Figure 1. Zoomed window (run 1).
Window x 37 to 62, y 4 to 29 um. Cells in grey, sequential cells in the stronger grey; small squares are vias.
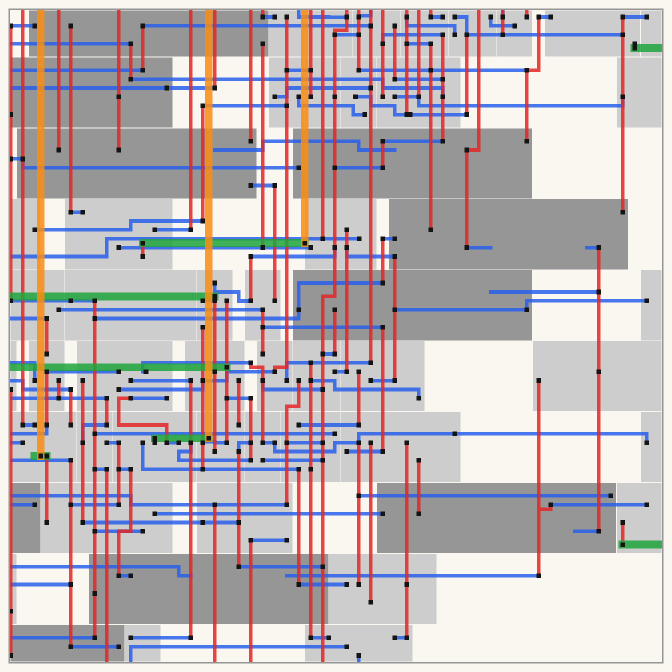
Figure 2. Track usage over the die (run 1).
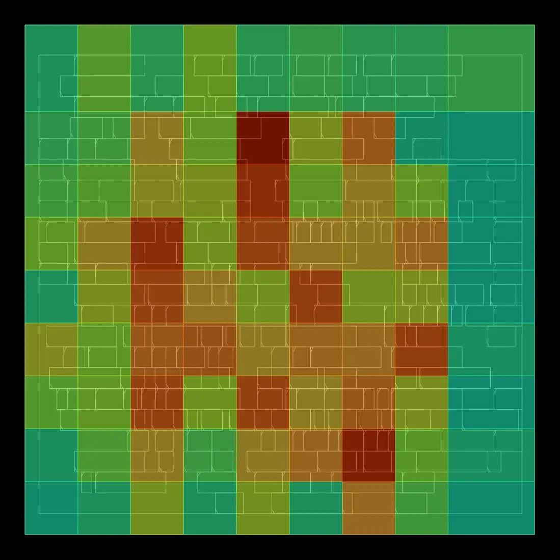
Figure 3. Routed metal, one colour a layer (run 1).
Two of the layers only.
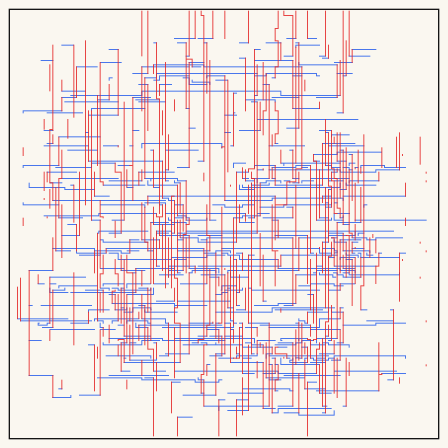
$ cat src/rtl/prog_mem_loader.sv
// prog_mem_loader: byte-stream loader for program memory (ORG / WR / END commands).
// Define PROG_LDR_VERIFY_EN to add a read-back VERIFY cycle after every write.
module prog_mem_loader #(
  parameter int DW = 18,
  parameter int AW = 12
) (
  input  logic          CLK,
  input  logic          RSTN,
  input  logic [7:0]    RX_D,
  input  logic          RX_VLD,
  output logic          RX_RDY,
  output logic [AW-1:0] A,
  output logic          WE,
  output logic [DW-1:0] DI,
  input  logic [DW-1:0] DQ,
  output logic          DONE,
  output logic          ERR
);
  localparam logic [7:0] CMD_ORG = 8'hA5;
  localparam logic [7:0] CMD_WR  = 8'h5A;
  localparam logic [7:0] CMD_END = 8'h0F;

  typedef enum logic [2:0] {
    CMD, ORG_H, ORG_L, WR_2, WR_1, WR_0, WRITE
`ifdef PROG_LDR_VERIFY_EN
    , VERIFY
`endif
  } state_t;

  state_t        state_q, state_d;
  logic          run_q, run_d;
  logic [AW-1:0] org_q, org_d;
  logic [7:0]    hi_q, hi_d;
  logic [DW-1:0] sr_q, sr_d;
  logic          done_q, done_d;
  logic          err_q, err_d;
  logic          xfer, busy, inc, vfail;

  assign xfer = RX_VLD && RX_RDY;

`ifdef PROG_LDR_VERIFY_EN
  assign inc   = (state_q == VERIFY);
  assign vfail = (state_q == VERIFY) && (DQ != DI);
`else
  logic dq_unused;
  assign dq_unused = ^DQ;
  assign inc       = (state_q == WRITE);
  assign vfail     = 1'b0;
`endif

  always_ff @(posedge CLK or negedge RSTN)
    if (!RSTN) state_q <= CMD;
    else       state_q <= state_d;

  always_comb begin
    state_d = state_q;
    case (state_q)
      CMD:     if (xfer) state_d = (RX_D == CMD_ORG) ? ORG_H : (RX_D == CMD_WR) ? WR_2 : CMD;
      ORG_H:   if (xfer) state_d = ORG_L;
      ORG_L:   if (xfer) state_d = CMD;
      WR_2:    if (xfer) state_d = WR_1;
      WR_1:    if (xfer) state_d = WR_0;
      WR_0:    if (xfer) state_d = WRITE;
`ifdef PROG_LDR_VERIFY_EN
      WRITE:   state_d = VERIFY;
      VERIFY:  state_d = CMD;
`else
      WRITE:   state_d = CMD;
`endif
      default: state_d = CMD;
    endcase
  end

  always_comb begin
    busy = (state_q == WRITE);
`ifdef PROG_LDR_VERIFY_EN
    busy = busy || (state_q == VERIFY);
`endif
    RX_RDY = run_q && !busy;
    WE     = (state_q == WRITE);
  end

  assign A    = org_q;
  assign DI   = sr_q;
  assign DONE = done_q;
  assign ERR  = err_q || vfail;

  // Only the low DW bits of the 24-bit payload ever reach DI, so the shifter keeps just those.
  always_comb begin
    run_d  = 1'b1;
    org_d  = org_q;
    hi_d   = hi_q;
    sr_d   = sr_q;
    done_d = done_q;
    err_d  = err_q || vfail;
    if (xfer && state_q == CMD) begin
      done_d = (RX_D == CMD_END) || (done_q && RX_D != CMD_ORG && RX_D != CMD_WR);
      err_d  = err_q || !(RX_D inside {CMD_ORG, CMD_WR, CMD_END});
    end
    if (xfer && state_q == ORG_H) hi_d = RX_D;
    if (xfer && state_q == ORG_L) org_d = AW'({hi_q, RX_D});
    if (xfer && state_q inside {WR_2, WR_1, WR_0}) sr_d = {sr_q[DW-9:0], RX_D};
    if (inc) org_d = org_q + AW'(1);
  end

  always_ff @(posedge CLK or negedge RSTN)
    if (!RSTN) begin
      run_q  <= 1'b0;
      org_q  <= '0;
      hi_q   <= '0;
      sr_q   <= '0;
      done_q <= 1'b0;
      err_q  <= 1'b0;
    end else begin
      run_q  <= run_d;
      org_q  <= org_d;
      hi_q   <= hi_d;
      sr_q   <= sr_d;
      done_q <= done_d;
      err_q  <= err_d;
    end
endmodule

$ cat config.mk
export PLATFORM = sky130hd
export DESIGN_NAME = prog_mem_loader
export DESIGN_NICKNAME = d
export VERILOG_FILES = /design/src/rtl/prog_mem_loader.sv
export SDC_FILE = /design/constraint.sdc
export NUM_CORES = 1
export LEC_CHECK = 0
export CAP_MARGIN = 5
export CORE_MARGIN = 1.5
export CORE_UTILIZATION = 49
export CTS_CLUSTER_DIAMETER = 80
export CTS_CLUSTER_SIZE = 14
export DETAILED_ROUTE_END_ITERATION = 8
export GPL_ROUTABILITY_DRIVEN = 0
export GPL_TIMING_DRIVEN = 0
export PLACE_DENSITY_LB_ADDON = 0.15
export SLEW_MARGIN = 25
export SYNTH_ARGS = -nofsm -noshare
export SYNTH_HDL_FRONTEND = slang
export SYNTH_SLANG_ARGS = --single-unit
$ cat constraint.sdc
create_clock -name CLK -period 2.6 [get_ports CLK]
set_clock_uncertainty 0.05 [all_clocks]
set_input_delay 0.65 -clock CLK [delete_from_list [all_inputs] [get_ports CLK]]
set_output_delay 0.65 -clock CLK [all_outputs]
set_load 0.02 [all_outputs]
==> flow_metrics.py, run 1 <==
# Metrics from the implementation run
metrics = {
    "run_status": {
        "status": "complete, no violations",
    },
    "flow_run": {
        "warnings": 44,
    },
    "final_timing": {
        "max_freq_ghz": 0.4048,
        "grt_setup_unrepaired": "no",
        "whs_ns": 0.1596,
        "setup-tns-final_ns": 0,
        "setup_slack_ns": 0.1298,
        "setup_viol": 0,
        "max_slew_margin_pct": 61.06,
        "final_hold_viol_count": 0,
        "finalMaxSlewViolations": 0,
        "worstMarginPinSlew_ns": 0.5780,
    },
    "synth": {
        "common_cells": "dfrtp_1, nand2_1, nor2_1, mux2_2",
        "synthCells": 175,
        "synthArstFlopShare_pct": 100.0,
        "ys_cells": 175,
        "ys.warnings.count": 0,
        "mux_share_pct": 14.58,
        "synth_seq_share_pct": 50.70,
        "ys.flops": 40,
        "syn_avg_cell_area_um2": 11.28,
        "synth-main-ff-cell": "dfrtp_1",
        "ys_chip_area_um2": 1974,
        "ys_sh_aoi_pct": 14.13,
        "most_common_cell": "dfrtp_1",
        "synth_top_area_share_pct": 50.70,
        "fp_nets": 205,
        "top_area_cell": "dfrtp_1",
        "synth-xor-area-share_pct": 0.4436,
    },
    "placement": {
        "pre_cts_ws_ns": 0.1505,
        "hpwl_mm": 3.335,
        "placedCellCount": 268,
        "dpl_cell_area_um2": 2490,
        "port_buffers": 44,
    },
    "cts": {
        "holdBufCountCts": 0,
        "clkSlewWorstSetupHoldPaths_ns": 0.08,
        "cts-root-buf": "clkbuf_8",
        "htreeDepth": 2,
        "cts_setup_buffers": 0,
        "clock_path_buffers": 2,
        "cts_tree": "yes",
        "cts_made_buffers": 5,
    },
    "final_layout": {
        "seq_share_pct": 38.76,
        "nonClkBufAreaFrac_pct": 19.43,
        "final_area_um2": 2582,
        "n_all_inverters": 4,
        "clkCellAreaFrac_pct": 3.634,
        "n_all_buffers": 51,
        "clkbuf_count": 7,
        "sh_comb_area_pct": 35.27,
        "final_cells": 276,
        "nNetsFinal": 257,
        "ff_count": 40,
        "fillCellCount": 274,
        "drive_gt1_share_pct": 16.67,
        "area_delta_synth_final_pct": 30.80,
        "layout_top_cell": "clkdlybuf4s50_1",
        "logic_area_um2": 910.9,
        "insertedDiodeCount": 0,
        "largest_class": "sequential cells",
        "final_cell_mix": "clkdlybuf4s50_1, dfrtp_1, nand2_1, nor2_1, mux2_2",
        "finish.utilization_pct": 68.48,
        "comb.multi_input.count": 125,
    },
    "setup_path": {
        "cp_max_fo": 10,
        "worst-path-stages": 4,
        "cp-end-kind": "primary output",
        "r2r_cells": 5,
        "crit_slowest_cell": "clkdlybuf4s50_1",
        "cp-startpoint": "state_q[0]",
        "path_cells": "buf_4 -> nand3b_4 -> and2_2 -> clkdlybuf4s50_1",
        "path_class": "reg2out",
        "start_kind": "flop",
        "max_stage_delay_ns": 0.53,
        "path_buffers": 2,
        "reg2reg_to": "DI[9]",
        "endpoint": "RX_RDY",
        "critPathRequiredTime_ns": 1.90,
        "cp.arrival_ns": 1.77,
        "rrSetupSlack_ns": 0.76,
    },
    "route": {
        "drt_iter0_drc": 156,
        "routed-via-count": 1591,
        "drt_first_pass_iters": 4,
        "met1_length_mm": 1.915,
        "routed-wl-met3_um": 215,
        "top_layer_used": "met4",
        "drc_errors": 0,
    },
    "hold_path": {
        "worstHoldPathType": "in2async",
    },
    "die": {
        "tap_cells": 48,
        "core_um2": 3771,
        "dieArea_um2": 4419,
        "fp.dieH_um": 66.48,
    },
    "grt": {
        "use_met3_pct": 3.885,
        "gr-total-overflow": 0,
        "grtUsageMet1_pct": 31.16,
        "grt_pass1_wl_mm": 7.569,
        "grt_max_degree": 33,
        "first_global_vias": 1571,
    },
    "power_and_ir_drop": {
        "power.leakage_uw": 0.001107,
        "p_comb_uw": 1200,
        "pg_seq_uw": 1090,
        "clock_power_share_pct": 15.6,
        "largestPowerGroup": "combinational logic",
        "p_sw_uw": 1003,
        "p_total_uw": 2706,
        "combPwrFrac_pct": 44.2,
        "p_clk_uw": 423,
        "intPower_uw": 1703,
        "p_sw_share_pct": 37.05,
    },
}
-- Figure 1 (at the start) --
orange -> met4
red -> met2
green -> met3
blue -> met1
cells with their middle in the window = 44
netlist names of flops here include = A (6), hi_q (2)
sequential cells in the window = 8
most frequent = dfrtp_1 (8), nand2_1 (5), nor2_1 (5)

-- Figure 2 (at the start) --
met2 track demand over resource: 36.88%
WL per Instance: 15.97 um
busiest grt layer: met2
Total GRT Usage: 23.04%

-- Figure 3 (at the start) --
blue -> met1  # wire length 1920 um
red -> met2  # wire length 2190 um

Figure 4. Floorplan with the power grid (run 1).
Scale bar: 20 um. Pins as bars on the die edge. Tap cells in grey.
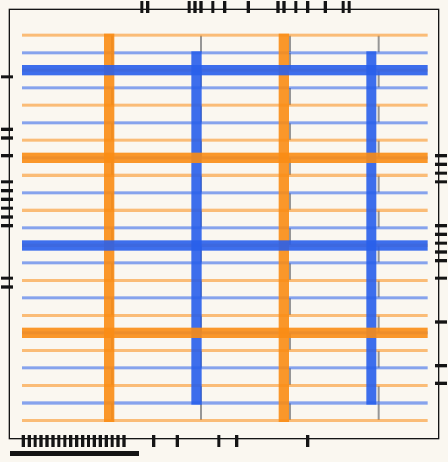

==> run 2: changes to the inputs <==
--- a/config.mk
+++ b/config.mk
@@ -6,7 +6,7 @@
 export NUM_CORES = 1
 export LEC_CHECK = 0
 export CAP_MARGIN = 5
-export CORE_MARGIN = 1.5
+export CORE_MARGIN = 3
 export CORE_UTILIZATION = 49
 export CTS_CLUSTER_DIAMETER = 80
 export CTS_CLUSTER_SIZE = 14
Figure 5. Floorplan with the power grid (run 2).
Scale bar: 20 um. Pins as bars on the die edge. Tap cells in grey.
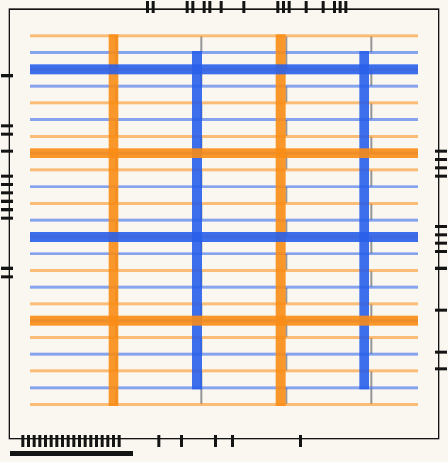
blue -> VDD
orange -> VSS
tap cells = 48
signal pins = 63
met4 straps = 4

==> run 2 against run 1 <==
Global-route usage down 3.0 points. Cell count unchanged. Sequential cell count unchanged. Hold slack better by 0.052 ns. Clock power up 17%. Worst setup slack better by 0.0034 ns. Die area up 9.2%. Total power up 2.7%. First-iteration DRC count down 41%. Synthesized cell count unchanged.
==> flow_metrics.py, run 2 <==
# Metrics from the implementation run
metrics = {
    "run_status": {
        "status": "complete, no violations",
    },
    "setup_path": {
        "critPathRequiredTime_ns": 1.90,
        "path_cells": "buf_4 -> nand3b_4 -> and2_2 -> clkdlybuf4s50_1",
        "start_kind": "flop",
        "cp.arrival_ns": 1.77,
        "endpoint": "RX_RDY",
        "crit_slowest_cell": "clkdlybuf4s50_1",
        "rrSetupSlack_ns": 0.78,
        "r2r_cells": 5,
        "max_stage_delay_ns": 0.53,
        "worst-path-stages": 4,
        "reg2reg_to": "DI[17]",
        "cp_max_fo": 10,
        "cp-startpoint": "state_q[0]",
    },
    "die": {
        "dieArea_um2": 4827,
        "core_um2": 3771,
    },
    "final_timing": {
        "setup_slack_ns": 0.1331,
        "grt_setup_unrepaired": "no",
        "max_freq_ghz": 0.4054,
        "final_hold_viol_count": 0,
        "max_slew_margin_pct": 59.11,
        "whs_ns": 0.2116,
        "setup-tns-final_ns": 0,
    },
    "placement": {
        "hpwl_mm": 3.365,
        "port_buffers": 44,
        "dpl_cell_area_um2": 2490,
        "placedCellCount": 268,
    },
    "route": {
        "drt_iter0_drc": 92,
        "drc_errors": 0,
        "top_layer_used": "met4",
        "routed-wl-met3_um": 269,
        "drt_first_pass_iters": 5,
        "met1_length_mm": 2.017,
        "routedWlPerCell_um": 16.34,
    },
    "final_layout": {
        "nNetsFinal": 257,
        "layout_top_cell": "clkdlybuf4s50_1",
        "final_cell_mix": "clkdlybuf4s50_1, dfrtp_1, nand2_1, nor2_1, mux2_2",
        "seq_share_pct": 38.55,
        "clkbuf_count": 6,
        "comb.multi_input.count": 125,
        "drive_gt1_share_pct": 16.67,
        "finish.utilization_pct": 68.85,
        "fillCellCount": 269,
        "insertedDiodeCount": 0,
        "nonClkBufAreaFrac_pct": 19.33,
        "final_area_um2": 2596,
        "clkCellAreaFrac_pct": 4.145,
        "n_all_buffers": 51,
        "final_cells": 276,
        "ff_count": 40,
    },
    "cts": {
        "cts_made_buffers": 5,
        "htreeDepth": 2,
        "clkSlewWorstSetupHoldPaths_ns": 0.08,
        "cts-root-buf": "clkbuf_8",
        "clock_path_buffers": 2,
        "cts_tree": "yes",
        "cts_setup_buffers": 0,
        "holdBufCountCts": 0,
    },
    "power_and_ir_drop": {
        "p_sw_share_pct": 36.25,
        "p_comb_uw": 1200,
        "intPower_uw": 1773,
        "p_sw_uw": 1008,
        "p_total_uw": 2781,
        "largestPowerGroup": "combinational logic",
        "clock_power_share_pct": 17.8,
        "p_clk_uw": 495,
        "pg_seq_uw": 1080,
    },
    "flow_run": {
        "warnings": 44,
    },
    "synth": {
        "synth_seq_share_pct": 50.70,
        "fp_nets": 205,
        "ys_sh_aoi_pct": 14.13,
        "mux_share_pct": 14.58,
        "synthCells": 175,
        "synth-xor-area-share_pct": 0.4436,
        "ys.flops": 40,
        "synthArstFlopShare_pct": 100.0,
    },
    "grt": {
        "grtUsageMet2_pct": 31.46,
        "first_global_vias": 1554,
        "gr-total-overflow": 0,
        "grt_pass1_wl_mm": 7.645,
        "use_met3_pct": 5.797,
        "grt_max_degree": 27,
        "grt.busiest_layer": "met2",
        "grtUsageMet1_pct": 26.67,
    },
    "hold_path": {
        "worstHoldPathType": "in2async",
    },
}
Power and IR drop assume default switching activity.
